[src/rtl/nes_pad_pkg.sv]
// ============================================================================
// nes_pad_pkg
// Shared register offsets, button bit positions and FSM encoding for the
// NES controller emulator.
// Revision: 1.0
// ============================================================================
`timescale 1ns/1ps
`default_nettype none

package nes_pad_pkg;

    localparam int NUM_BUTTONS = 8;
    localparam int IDX_W       = $clog2(NUM_BUTTONS);

    localparam logic [11:0] ADDR_BUTTONS = 12'h000;
    localparam logic [11:0] ADDR_STATUS  = 12'h004;
    localparam logic [11:0] ADDR_TURBO   = 12'h008;

    // Bit positions inside BUTTONS; bit 7 is the first bit shifted out.
    localparam int BTN_A      = 7;
    localparam int BTN_B      = 6;
    localparam int BTN_SELECT = 5;
    localparam int BTN_START  = 4;
    localparam int BTN_UP     = 3;
    localparam int BTN_DOWN   = 2;
    localparam int BTN_LEFT   = 1;
    localparam int BTN_RIGHT  = 0;

    typedef enum logic [1:0] {
        ST_IDLE  = 2'd0,
        ST_LOAD  = 2'd1,
        ST_SHIFT = 2'd2,
        ST_DONE  = 2'd3
    } pad_state_e;

    // A programmed turbo period of 0 behaves as 1.
    function automatic logic [3:0] turbo_period(input logic [3:0] raw);
        return (raw == 4'd0) ? 4'd1 : raw;
    endfunction

endpackage

`default_nettype wire

[src/rtl/nes_pad_sync.sv]
// ============================================================================
// nes_pad_sync
// Multi-flop synchronizer followed by a rise/fall edge detector.
// Revision: 1.0
// ============================================================================
`timescale 1ns/1ps
`default_nettype none

module nes_pad_sync #(
    parameter int SYNC_STAGES = 2
) (
    input  logic clk,
    input  logic rst_n,
    input  logic i_async,
    output logic o_rise,
    output logic o_fall
);

    localparam int STAGES = (SYNC_STAGES < 2) ? 2 : SYNC_STAGES;

    logic [STAGES-1:0] sync_q, sync_d;
    logic              prev_q, prev_d;

    always_comb begin
        sync_d = {sync_q[STAGES-2:0], i_async};
        prev_d = sync_q[STAGES-1];
    end

    always_ff @(posedge clk or negedge rst_n) begin
        if (!rst_n) begin
            sync_q <= '0;
            prev_q <= 1'b0;
        end else begin
            sync_q <= sync_d;
            prev_q <= prev_d;
        end
    end

    // Both flops clear in reset, so an input already high at release reads as a rise.
    assign o_rise =  sync_q[STAGES-1] & ~prev_q;
    assign o_fall = ~sync_q[STAGES-1] &  prev_q;

endmodule

`default_nettype wire

[src/rtl/nes_pad_emulator.sv]
// ============================================================================
// nes_pad_emulator
// APB-programmable NES controller: serialises BUTTONS onto pad_data under the
// console latch/clock. Optional turbo feature: define NES_PAD_TURBO_EN.
// Revision: 1.0
// ============================================================================
`timescale 1ns/1ps
`default_nettype none

module nes_pad_emulator #(
    parameter int SYNC_STAGES = 2
) (
    input  logic        PCLK,
    input  logic        PRESERN,
    input  logic        PSEL,
    input  logic        PENABLE,
    input  logic        PWRITE,
    input  logic [31:0] PADDR,
    input  logic [31:0] PWDATA,
    output logic [31:0] PRDATA,
    output logic        PREADY,
    output logic        PSLVERR,
    input  logic        pad_latch,
    input  logic        pad_clock,
    output logic        pad_data
);

    import nes_pad_pkg::*;

    logic latch_rise, latch_fall, clk_rise, clk_fall;

    nes_pad_sync #(.SYNC_STAGES(SYNC_STAGES)) u_sync_latch (
        .clk     (PCLK),
        .rst_n   (PRESERN),
        .i_async (pad_latch),
        .o_rise  (latch_rise),
        .o_fall  (latch_fall)
    );

    nes_pad_sync #(.SYNC_STAGES(SYNC_STAGES)) u_sync_clock (
        .clk     (PCLK),
        .rst_n   (PRESERN),
        .i_async (pad_clock),
        .o_rise  (clk_rise),
        .o_fall  (clk_fall)
    );

    pad_state_e             state_q, state_d;
    logic [NUM_BUTTONS-1:0] shift_q, shift_d;
    logic [IDX_W-1:0]       idx_q, idx_d;
    logic [NUM_BUTTONS-1:0] buttons_q, buttons_d;
    logic [15:0]            latch_count_q, latch_count_d;
    logic [31:0]            prdata_q, prdata_d;
    logic [NUM_BUTTONS-1:0] load_val;
    logic [31:0]            rd_mux;
    logic [11:0]            addr;
    logic                   wr_en, rd_setup;

    assign addr     = PADDR[11:0];
    assign wr_en    = PSEL &  PENABLE &  PWRITE;
    assign rd_setup = PSEL & ~PENABLE & ~PWRITE;

`ifdef NES_PAD_TURBO_EN
    logic [11:0] turbo_q, turbo_d;
    logic        phase_q, phase_d;
    logic [3:0]  tcnt_q, tcnt_d;

    // tcnt counts latch rises in the current phase; the phase flips on the
    // rise that follows a full period, so the first frame is never masked.
    always_comb begin
        turbo_d = turbo_q;
        phase_d = phase_q;
        tcnt_d  = tcnt_q;
        if (wr_en && addr == ADDR_TURBO) begin
            turbo_d = PWDATA[11:0];
        end
        if (latch_rise) begin
            if (tcnt_q >= turbo_period(turbo_q[11:8])) begin
                phase_d = ~phase_q;
                tcnt_d  = 4'd1;
            end else begin
                tcnt_d  = tcnt_q + 4'd1;
            end
        end
    end

    always_ff @(posedge PCLK or negedge PRESERN) begin
        if (!PRESERN) begin
            turbo_q <= '0;
            phase_q <= 1'b0;
            tcnt_q  <= '0;
        end else begin
            turbo_q <= turbo_d;
            phase_q <= phase_d;
            tcnt_q  <= tcnt_d;
        end
    end

    assign load_val = buttons_q & ~(turbo_q[7:0] & {NUM_BUTTONS{phase_q}});

    logic unused_ok;
    assign unused_ok = ^{PADDR[31:12], PWDATA[31:12], clk_fall};
`else
    assign load_val = buttons_q;

    logic unused_ok;
    assign unused_ok = ^{PADDR[31:12], PWDATA[31:8], clk_fall};
`endif

    always_comb begin
        rd_mux = 32'd0;
        case (addr)
            ADDR_BUTTONS: rd_mux = {24'd0, buttons_q};
            ADDR_STATUS:  rd_mux = {14'd0, state_q, latch_count_q};
`ifdef NES_PAD_TURBO_EN
            ADDR_TURBO:   rd_mux = {20'd0, turbo_q};
`endif
            default:      rd_mux = 32'd0;
        endcase
    end

    always_comb begin
        state_d       = state_q;
        shift_d       = shift_q;
        idx_d         = idx_q;
        buttons_d     = buttons_q;
        latch_count_d = latch_count_q;
        prdata_d      = prdata_q;

        if (wr_en && addr == ADDR_BUTTONS) begin
            buttons_d = PWDATA[NUM_BUTTONS-1:0];
        end
        if (rd_setup) begin
            prdata_d = rd_mux;
        end

        // A latch rise pre-empts everything, including a same-cycle clock rise.
        if (latch_rise) begin
            state_d       = ST_LOAD;
            shift_d       = load_val;
            idx_d         = '0;
            latch_count_d = latch_count_q + 16'd1;
        end else begin
            case (state_q)
                ST_LOAD: begin
                    shift_d = load_val;
                    if (latch_fall) begin
                        state_d = ST_SHIFT;
                        idx_d   = '0;
                    end
                end
                ST_SHIFT: begin
                    if (clk_rise) begin
                        shift_d = {shift_q[NUM_BUTTONS-2:0], 1'b0};
                        idx_d   = idx_q + 1'b1;
                        if (idx_q == IDX_W'(NUM_BUTTONS - 1)) begin
                            state_d = ST_DONE;
                        end
                    end
                end
                default: ;
            endcase
        end
    end

    always_ff @(posedge PCLK or negedge PRESERN) begin
        if (!PRESERN) begin
            state_q       <= ST_IDLE;
            shift_q       <= '0;
            idx_q         <= '0;
            buttons_q     <= '0;
            latch_count_q <= '0;
            prdata_q      <= '0;
        end else begin
            state_q       <= state_d;
            shift_q       <= shift_d;
            idx_q         <= idx_d;
            buttons_q     <= buttons_d;
            latch_count_q <= latch_count_d;
            prdata_q      <= prdata_d;
        end
    end

    always_comb begin
        pad_data = 1'b1;
        case (state_q)
            ST_LOAD, ST_SHIFT: pad_data = ~shift_q[NUM_BUTTONS-1];
            ST_DONE:           pad_data = 1'b0;
            default:           pad_data = 1'b1;
        endcase
    end

    assign PRDATA  = prdata_q;
    assign PREADY  = 1'b1;
    assign PSLVERR = 1'b0;

endmodule

`default_nettype wire

[config.mk]
export PLATFORM = sky130hd
export DESIGN_NAME = nes_pad_emulator
export DESIGN_NICKNAME = d
export VERILOG_FILES = /design/src/rtl/nes_pad_pkg.sv /design/src/rtl/nes_pad_sync.sv /design/src/rtl/nes_pad_emulator.sv
export SDC_FILE = /design/constraint.sdc
export NUM_CORES = 1
export LEC_CHECK = 0
export CAP_MARGIN = 20
export CORE_MARGIN = 2
export CORE_UTILIZATION = 30
export DETAILED_ROUTE_END_ITERATION = 6
export PLACE_DENSITY = 0.69
export SYNTH_ARGS = -nofsm -noshare
export SYNTH_HDL_FRONTEND = slang
export SYNTH_HIERARCHICAL = 1
export SYNTH_SLANG_ARGS = --single-unit
[constraint.sdc]
create_clock -name PCLK -period 2.7 [get_ports PCLK]
set_input_delay 0.675 -clock PCLK [delete_from_list [all_inputs] [get_ports PCLK]]
set_output_delay 0.675 -clock PCLK [all_outputs]
set_load 0.01 [all_outputs]
Fig. 1: cell placement
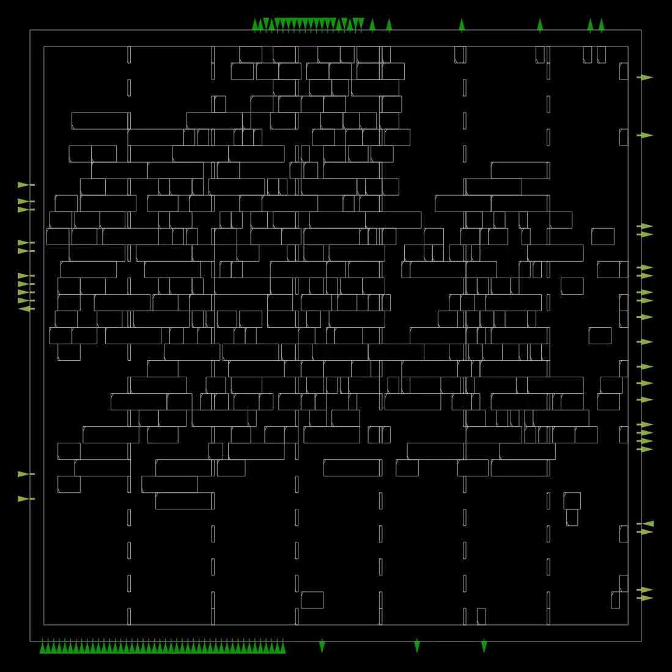
Tapcell Cnt: 111
# rows: 35
flop count: 61

Fig. 2: layout detail
Region (65, 65) to (85, 85) µm. Cells in gray, sequential cells in the stronger gray; small squares are vias.
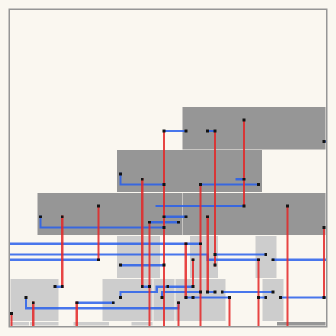
layer	color
met1	blue
met2	red
sequential cells in the window	4
netlist names of flops here include	PRDATA (2), latch_count_q (2)
most frequent	dfrtp_1 (4), nand2_1 (2), xnor2_1 (2)
cells with their middle in the window	12

==> impl_metrics.toml <==
# implementation run metrics
[power]
p_int_mw = 1.71
comb_power_share_pct = 19.7
max-vdd-ir-drop_v = 0.000314
p_clk_share_pct = 34.0
sw_frac_of_total_pct = 29.5
pwr_density_cell_nw_per_um2 = 685

[clock_tree]
clock_sinks = 61
clockBufferDepth = 2
cts_root_buffer = "clkbuf_8"
numCtsBuffers = 9
path_clk_slew_ns = 0.07
hold_buffers = 0

[layout]
clock_buffers = 10
nFillCells = 879
fin_nets = 377
stdcell_area_um2 = 3540
clockNetworkAreaShare_pct = 5.91
regArea_um2 = 1530
n_antenna_cell = 0
largest_class = "registers"
inverters = 11
buffer_area_share_pct = 14.1
final_cell_mix = "dfrtp_1, clkdlybuf4s50_1, nand2_1"
logic_gate_count = 165

[routing]
dr.pass1.iters = 4
viasPerCell = 4.63
wl_met2_um = 2670
drc = 0
highest_layer = "met4"

[synth]
synth.cell_area_um2 = 2800

[worst_setup_path]
crit_arrival_ns = 1.88
worst-path-buf-inv = 2
r2r-start = "state_q[0]$_DFFE_PN0P_"
critical_path.top_delay_family = "buffers and inverters"
setup.worst_path.end = "pad_data"
worstRegToRegCells = 5
reg2reg_to = "shift_q[0]$_DFFE_PN0P_"

[placement]
placed_cell_area_um2 = 3330
place_inst = 400

[run_status]
outcome = "finished clean"

[die]
fp_util_pct = 30.6
design.core.area_um2 = 9150
die_x_um = 101

[sta]
layout_setup_ws_ns = 0.146
setup_tns_ns = 0

[global_routing]
gr-usage-met3_pct = 4.16
met1_usage_pct = 15.0

[min_path]
hold_path_depth = 0
